--- config.mk ---
export PLATFORM = sky130hd
export DESIGN_NAME = param_univ_shift_register
export DESIGN_NICKNAME = d
export VERILOG_FILES = /design/src/rtl/param_univ_shift_register.sv
export SDC_FILE = /design/constraint.sdc
export NUM_CORES = 1
export LEC_CHECK = 0
export CORE_UTILIZATION = 55
export DETAILED_ROUTE_END_ITERATION = 8
export MAX_ROUTING_LAYER = met4
export PLACE_DENSITY_LB_ADDON = 0.12
export SETUP_SLACK_MARGIN = 0.05
export SYNTH_ARGS = -nofsm -noshare
export SYNTH_HDL_FRONTEND = slang
export SYNTH_SLANG_ARGS = --single-unit
--- constraint.sdc ---
create_clock -name clk -period 2.3 [get_ports clk]
set_clock_uncertainty 0.15 [all_clocks]
set_input_delay 0.23 -clock clk [delete_from_list [all_inputs] [get_ports clk]]
set_output_delay 0.23 -clock clk [all_outputs]
set_load 0.005 [all_outputs]
--- src/rtl/param_univ_shift_register.sv ---
// Universal shift register with single-step ops and a counted multi-step burst mode.
// Single-step ops update Q on the same enabled edge; a burst of N steps completes over N edges and then pulses done.
module param_univ_shift_register #(
   parameter int WIDTH = 8,
   parameter int CNT_W = 4
) (
   input  logic             clk,
   input  logic             reset,
   input  logic             en,
   input  logic [2:0]       control,
   input  logic [WIDTH-1:0] data,
   input  logic             ser_msb,
   input  logic             ser_lsb,
   input  logic             start,
   input  logic [CNT_W-1:0] count,
   output logic [WIDTH-1:0] Q,
   output logic             sout_msb,
   output logic             sout_lsb,
   output logic             busy,
   output logic             done
);

   typedef enum logic [1:0] {IDLE, RUN, DONE} state_t;

   state_t           state, state_nxt;
   logic [2:0]       op, op_nxt;
   logic [CNT_W-1:0] remaining, remaining_nxt;
   logic [WIDTH-1:0] q_nxt;
   logic             busy_nxt, done_nxt;
   logic             burst_op;

   function automatic logic [WIDTH-1:0] apply_op(
      input logic [2:0]       code,
      input logic [WIDTH-1:0] cur,
      input logic [WIDTH-1:0] ld,
      input logic             smsb,
      input logic             slsb
   );
      logic [WIDTH-1:0] r;
      case (code)
         3'b000:  r = cur;
         3'b001:  r = {smsb, cur[WIDTH-1:1]};
         3'b010:  r = {cur[WIDTH-2:0], slsb};
         3'b011:  r = ld;
         3'b100:  r = {cur[0], cur[WIDTH-1:1]};
         3'b101:  r = {cur[WIDTH-2:0], cur[WIDTH-1]};
         3'b110:  r = {cur[WIDTH-1], cur[WIDTH-1:1]};
         default: r = '0;
      endcase
      return r;
   endfunction

   // Only the shift/rotate codes make sense repeated; hold, load and clear stay single-step.
   assign burst_op = (control == 3'b001) || (control == 3'b010) || (control == 3'b100) ||
                     (control == 3'b101) || (control == 3'b110);

   assign sout_msb = Q[WIDTH-1];
   assign sout_lsb = Q[0];

   always_ff @(posedge clk or posedge reset) begin
      if (reset) begin
         state     <= IDLE;
         Q         <= '0;
         op        <= 3'b000;
         remaining <= '0;
         busy      <= 1'b0;
         done      <= 1'b0;
      end else if (en) begin
         state     <= state_nxt;
         Q         <= q_nxt;
         op        <= op_nxt;
         remaining <= remaining_nxt;
         busy      <= busy_nxt;
         done      <= done_nxt;
      end
   end

   always_comb begin
      state_nxt     = state;
      q_nxt         = Q;
      op_nxt        = op;
      remaining_nxt = remaining;
      case (state)
         IDLE: begin
            if (start && burst_op) begin
               op_nxt        = control;
               remaining_nxt = count;
               state_nxt     = (count == '0) ? DONE : RUN;
            end else begin
               q_nxt = apply_op(control, Q, data, ser_msb, ser_lsb);
            end
         end
         RUN: begin
            // Serial inputs are sampled live on every burst step.
            q_nxt         = apply_op(op, Q, data, ser_msb, ser_lsb);
            remaining_nxt = remaining - 1'b1;
            if (remaining <= 1) state_nxt = DONE;
         end
         DONE:    state_nxt = IDLE;
         default: state_nxt = IDLE;
      endcase
   end

   always_comb begin
      busy_nxt = (state_nxt == RUN);
      done_nxt = (state_nxt == DONE);
   end

endmodule

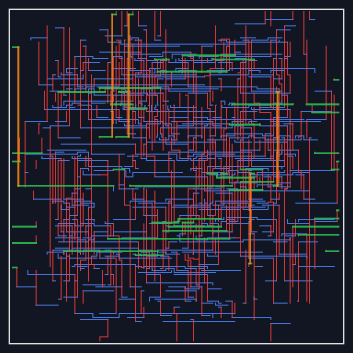
**Above:** run 1 (routed metal, one color a layer).
(6 px per um)
layer	color	wire length
M3	green	262 um
M2	red	1890 um
M1	blue	1700 um
M4	orange	94.5 um

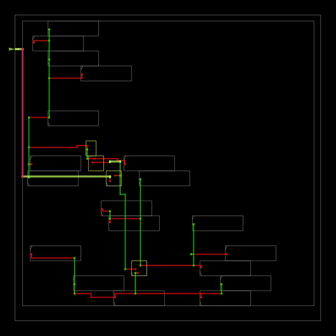
**Above:** run 1 (clock wiring as the flow saved it).
CTS Buf Count: 3
clk_lat worst skew: 0.30 ns

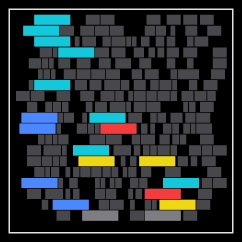
**Above:** run 1 (sequential cells grouped by signal name).
(4 px per um)
netlist name	color	sequential cells
Q	cyan	8
state	red	2
remaining	blue	4
op	yellow	3
not colored	2
Seq/total area: 24.7%
P_seq: 0.781 mW

==> flow_summary.yaml, run 1 <==
# generated from flow reports
clock_tree:
  post_cts_buffers: 0
  clk_pin_slew_ns: 0.12
  cts_tree: "done"
  clk_path_buf_depth: 2
  ctsHtreeMaxLevel: 1
finish:
  nets: 236
  regArea_sq_um: 475
  inv_count: 8
  flops: 19
  clkCellAreaFrac_pct: 1.43
  synthToLayoutAreaGrowth_pct: 22.3
  logic_area_sq_um: 987
  nClkBuffers: 3
  antenna_cells: 0
  combAreaFraction_pct: 51.3
synthesis:
  yosysTopAreaCellShare_pct: 30.2
  syn_inst: 182
  yosys_area_sq_um: 1570
  yosysTopAreaCell: "dfrtp_1"
  synth-main-ff-cell: "dfrtp_1"
  logic_family: "AND-OR/OR-AND gates"
  synth-seq-cells: 19
  simple_gate_share_pct: 21.5
  synth_seq_share_pct: 30.2
  mux_area_share_pct: 8.43
  yosysUniqueCellTypes: 48
  netlist_top_cells_count: "19 x dfrtp_1, 14 x o21ai_0, 13 x nor2_1"
  most_common_cell: "dfrtp_1"
  synthXorXnorAreaFrac_pct: 1.11
  area_leaders: "dfrtp_1 30%, a222oi_1 7.0%, o21ai_0 4.5%, mux2_2 3.6%, o22a_1 3.3%"
final_timing:
  rsz0062_at_grt: "no"
  worst_slew_pin_slew_ns: 0.701
  max_freq_mhz: 507
  min_period_over_period_pct: 85.8
  finalHoldViolCount: 0
  maxSlewHeadroom_pct: 53.2
  setup-tns-final_ns: 0
  fin_crit_ns: 1.97
run_status:
  status: "completed"
setup_path:
  path_class: "flop to flop"
  cp_slowest_stage_delay_ns: 0.68
  cp_cell_sequence: "nor2b_1 > a21o_1 > a222oi_1 > o22a_1 > o21ai_2"
  path_max_fanout: 15
  cp.required_ns: 2.33
  worstSetupPathDepth: 5
  ff2ff_path_depth: 5
  crit_end: "Q[2]$_DFFE_PP0P_"
  worstPathBufferInverterCount: 0
  rrSetupSlack_ns: 0.33
  crit_slowest_cell: "dfrtp_1"
global_route:
  grt_pass1_vias: 1502
  grt_util_met1_pct: 36.5
  met3_usage_pct: 3.98
  grt_usage_pct: 28.4
  grt_max_degree: 20
floorplanning:
  fp.dieW_um: 55.5
  fp_util_pct: 57.6
placed_design:
  port_buffers: 32
  gp_congestion: 0.903
job:
  max_cap_viol_count: 0
route:
  drtPass1Iterations: 5
  top_layer: "met4"
  wl_um: 3950
  drtIter0Drc: 123
pwr:
  power.total_mw: 2.15
[run 1: metrics by stage]
step	setup slack (ns)	cell area [sq um]	cells	hold WS, ns
3_3_place_gp	0.127	1900	239	0.311
4_1_cts	0.363	1920	243	0.206
3_5_place_dp	0.0627	1900	239	0.318
2_1_floorplan	0.697	1570	182	0.0311
5_1_grt	0.223	1920	243	0.246
6_report	0.327	1920	243	0.174
[run 1: registers in the layout (all words and copies together), names as in the netlist]
| signal | cells |
|---|---|
| state | 2 |
| remaining | 4 |
| Q | 8 |
| busy | 1 |
| done | 1 |
| op | 3 |
[run 1: report_power, final]
group,internal (mW),leakage [nW],switching [mW]
sequential,0.479,0.243,0.302
combinational,0.627,0.536,0.571
clock,0.0647,0.0177,0.104
**Run 1: wires at chosen ports, followed through buffers**

(8 px per um)
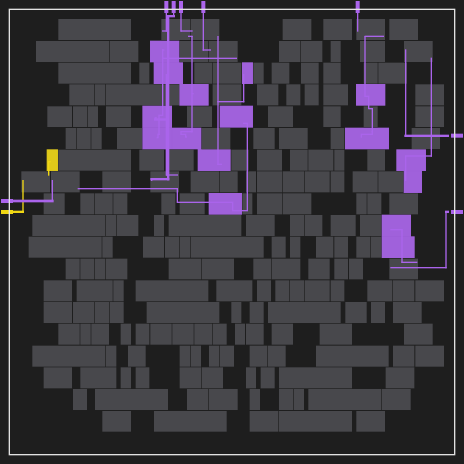

## Run 2: what changed since run 1
MAX_ROUTING_LAYER = unset   (was met4)
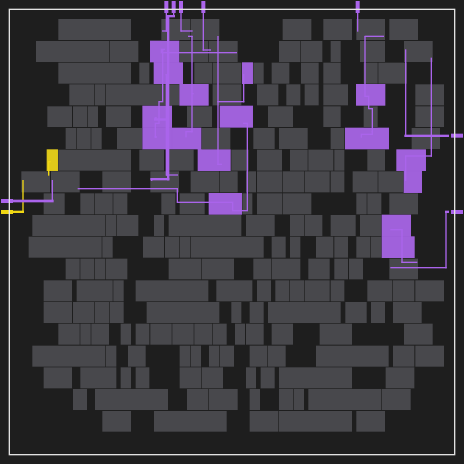
**Above:** run 2 (wires at chosen ports, followed through buffers).
(8 px per um)
port	color	bits	direction	end cells	buffers	wire
data	purple	8	input	16	8	229 um
reset	yellow	1	input	1	1	6.90 um

==> run 2 against run 1 <==
  * Cell count unchanged
  * Via count up 0.63%
  * Die area unchanged
  * Non-clock buffer count stayed put
  * Register-to-register slack about the same
  * Sequential power about the same
==> flow_summary.yaml, run 2 <==
# generated from flow reports
run_status:
  status: "completed"
route:
  drtIter0Drc: 127
  drtPass1Iterations: 6
  wl_um: 3980
  top_layer: "met4"
placed_design:
  port_buffers: 32
  placed_cells: 239
  pre_cts_slack_ns: 0.0627
  place_area_sq_um: 1900
finish:
  reg_top3: "Q x8, remaining x4, op x3"
  synthToLayoutAreaGrowth_pct: 22.3
  seq_area_share_pct: 24.7
  regArea_sq_um: 475
  flops: 19
  inv_count: 8
  logic_area_sq_um: 987
  largest_reg_flops: 8
  nets: 236
  nClkBuffers: 3
  clkCellAreaFrac_pct: 1.43
  antenna_cells: 0
  regMostFlops: "Q"
synthesis:
  synth-main-ff-cell: "dfrtp_1"
  synth_seq_share_pct: 30.2
  area_leaders: "dfrtp_1 30%, a222oi_1 7.0%, o21ai_0 4.5%, mux2_2 3.6%, o22a_1 3.3%"
  syn_inst: 182
  yosysTopAreaCellShare_pct: 30.2
  yosysUniqueCellTypes: 48
  netlist_top_cells_count: "19 x dfrtp_1, 14 x o21ai_0, 13 x nor2_1"
  synth-seq-cells: 19
  most_common_cell: "dfrtp_1"
  yosys_area_sq_um: 1570
setup_path:
  rrSetupSlack_ns: 0.33
  crit_end: "Q[2]$_DFFE_PP0P_"
  worstPathBufferInverterCount: 0
  cp.required_ns: 2.33
  path_class: "flop to flop"
  cp_cell_sequence: "nor2b_1 > a21o_1 > a222oi_1 > o22a_1 > o21ai_2"
  arrival_ns: 2.00
  ff2ff_path_depth: 5
  cp_slowest_stage_delay_ns: 0.67
  worstSetupPathDepth: 5
final_timing:
  worst_slack_ns: 0.329
  fin_worst_hold_slack_ns: 0.175
  rsz0062_at_grt: "no"
  max_freq_mhz: 507
  finalHoldViolCount: 0
  fin_crit_ns: 1.97
  min_period_over_period_pct: 85.7
  setup-tns-final_ns: 0
  worst_slew_pin_slew_ns: 0.702
clock_tree:
  ctsHtreeMaxLevel: 1
  clk_path_buf_depth: 2
  cts_buffers: 3
  clk_latency_ns: 0.30
  cts_tree: "done"
  clk_pin_slew_ns: 0.12
  post_cts_buffers: 0
floorplanning:
  fp_util_pct: 57.6
  fp.dieW_um: 55.5
  die_y_um: 55.5
global_route:
  grt_max_degree: 20
  met3_usage_pct: 3.98
  grt_util_met1_pct: 36.2
  grt_pass1_vias: 1506
  grt_usage_pct: 27.6
pwr:
  power.total_mw: 2.15
[run 2: power breakdown]
| group | switching [mW] | internal, mW | leakage, nW | total (mW) |
|---|---|---|---|---|
| Combinational | 0.573 | 0.627 | 0.536 | 1.20 |
| Clock | 0.103 | 0.0647 | 0.0177 | 0.168 |
| Sequential | 0.303 | 0.479 | 0.243 | 0.782 |
[run 2: worst reg2reg max path: stages, from the launching register on]
cell and delay (ns):
dfrtp_1 0.67, nor2b_1 0.16, a21o_1 0.25, a222oi_1 0.38, o22a_1 0.20, o21ai_2 0.05
[run 2: kinds of logic after synthesis]
family,count (synthesis),synth area share [%]
AND-OR/OR-AND,65,30.1
XOR/XNOR,2,1.11
adder cells (fa/ha/maj),2,1.59
buffers and inverters,20,7.07
flip-flops,19,30.2
multiplexers,12,8.43
AND/OR/NAND/NOR,62,21.5
## Run 3: what changed since run 2
GPL_ROUTABILITY_DRIVEN = 0   (was unset)
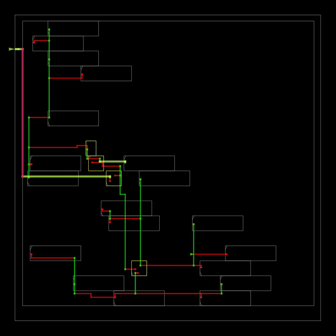
**Above:** run 3 (clock wiring as the flow saved it).
clock group power: 0.168 mW
clock sink total: 19

==> run 3 against run 2 <==
  * Clock power about the same
  * Via count unchanged
  * Synthesized area unchanged
  * Highest routed layer unchanged
==> flow_summary.yaml, run 3 <==
# generated from flow reports
synthesis:
  most_common_cell: "dfrtp_1"
  synth-main-ff-cell: "dfrtp_1"
  logic_family: "AND-OR/OR-AND gates"
  yosysUniqueCellTypes: 48
  synth-seq-cells: 19
  simple_gate_share_pct: 21.5
  yosysTopAreaCell: "dfrtp_1"
  synthXorXnorAreaFrac_pct: 1.11
  area_leaders: "dfrtp_1 30%, a222oi_1 7.0%, o21ai_0 4.5%, mux2_2 3.6%, o22a_1 3.3%"
  netlist_top_cells_count: "19 x dfrtp_1, 14 x o21ai_0, 13 x nor2_1"
  syn_inst: 182
  synth_seq_share_pct: 30.2
  mux_area_share_pct: 8.43
  yosysTopAreaCellShare_pct: 30.2
  compound_area_share_pct: 30.1
  ys_sh_adder_pct: 1.59
final_timing:
  fin_crit_ns: 1.97
  fin_worst_hold_slack_ns: 0.175
  worst_slew_pin_slew_ns: 0.702
  max_freq_mhz: 507
  worst_slack_ns: 0.329
  min_period_over_period_pct: 85.7
  rsz0062_at_grt: "no"
  maxSlewHeadroom_pct: 53.2
  finalHoldViolCount: 0
clock_tree:
  clk_path_buf_depth: 2
  ctsHtreeMaxLevel: 1
  clk_pin_slew_ns: 0.12
  clk_latency_ns: 0.30
  post_cts_buffers: 0
  cts_tree: "done"
  cts_buffers: 3
global_route:
  grt_max_degree: 20
  grt_util_met1_pct: 36.2
  grt_pass1_vias: 1506
  grt_usage_pct: 27.6
  met3_usage_pct: 3.98
finish:
  nClkBuffers: 3
  synthToLayoutAreaGrowth_pct: 22.3
  antenna_cells: 0
  fin_cells: 243
  logic_area_sq_um: 987
  inv_count: 8
  regMostFlops: "Q"
  regArea_sq_um: 475
  nets: 236
  seq_area_share_pct: 24.7
  combAreaFraction_pct: 51.3
  reg_top3: "Q x8, remaining x4, op x3"
  largest_reg_flops: 8
  flops: 19
setup_path:
  path_class: "flop to flop"
  arrival_ns: 2.00
  cp_cell_sequence: "nor2b_1 > a21o_1 > a222oi_1 > o22a_1 > o21ai_2"
  r2r-start: "op[1]$_DFFE_PP0P_"
  cp.required_ns: 2.33
  crit_slowest_cell: "dfrtp_1"
  path_max_fanout: 15
  critPathLaunch: "op[1]$_DFFE_PP0P_"
  cp_slowest_stage_delay_ns: 0.67
pwr:
  pwr-share-clk_pct: 7.8
  power_leader: "combinational cells"
  power_density_nw_per_um2: 1120
  intPower_mw: 1.17
  p_seq_share_pct: 36.4
  powerComb_mw: 1.20
  switching_share_pct: 45.6
  power.total_mw: 2.15
placed_design:
  placed_cells: 239
  place_area_sq_um: 1900
  pre_cts_slack_ns: 0.0627
  port_buffers: 32
floorplanning:
  fp_util_pct: 57.6
  die_y_um: 55.5
  fp.dieW_um: 55.5
  core_area_sq_um: 2730
route:
  met3WireLength_um: 237
  wl_um: 3980
  top_layer: "met4"
  drtPass1Iterations: 6
  drtIter0Drc: 127
run_status:
  status: "completed"
job:
  max_cap_viol_count: 0
==> run 3: cell counts after synthesis <==
Identical to the previous run, type by type.
==> run 3: critical path, delay by kind of cell (launching register included) <==
family | cells | cell delay [ns]
AND/OR/NAND/NOR | 1 | 0.15
AND-OR/OR-AND | 4 | 0.88
flip-flops | 1 | 0.67
==> run 3: worst paths after layout <==
check,end,slack (ns),depth (start not counted)
max,Q[2]$_DFFE_PP0P_,0.33,5
min,remaining[1]$_DFFE_PP0P_,0.18,2
max reg2reg,Q[2]$_DFFE_PP0P_,0.33,5
min reg2reg,done$_DFFE_PP0P_,0.34,1
max in group asynchronous,Q[6]$_DFFE_PP0P_,1.36,2
min in group clk,done$_DFFE_PP0P_,0.34,1
Power is estimated from default activity; no workload was simulated.
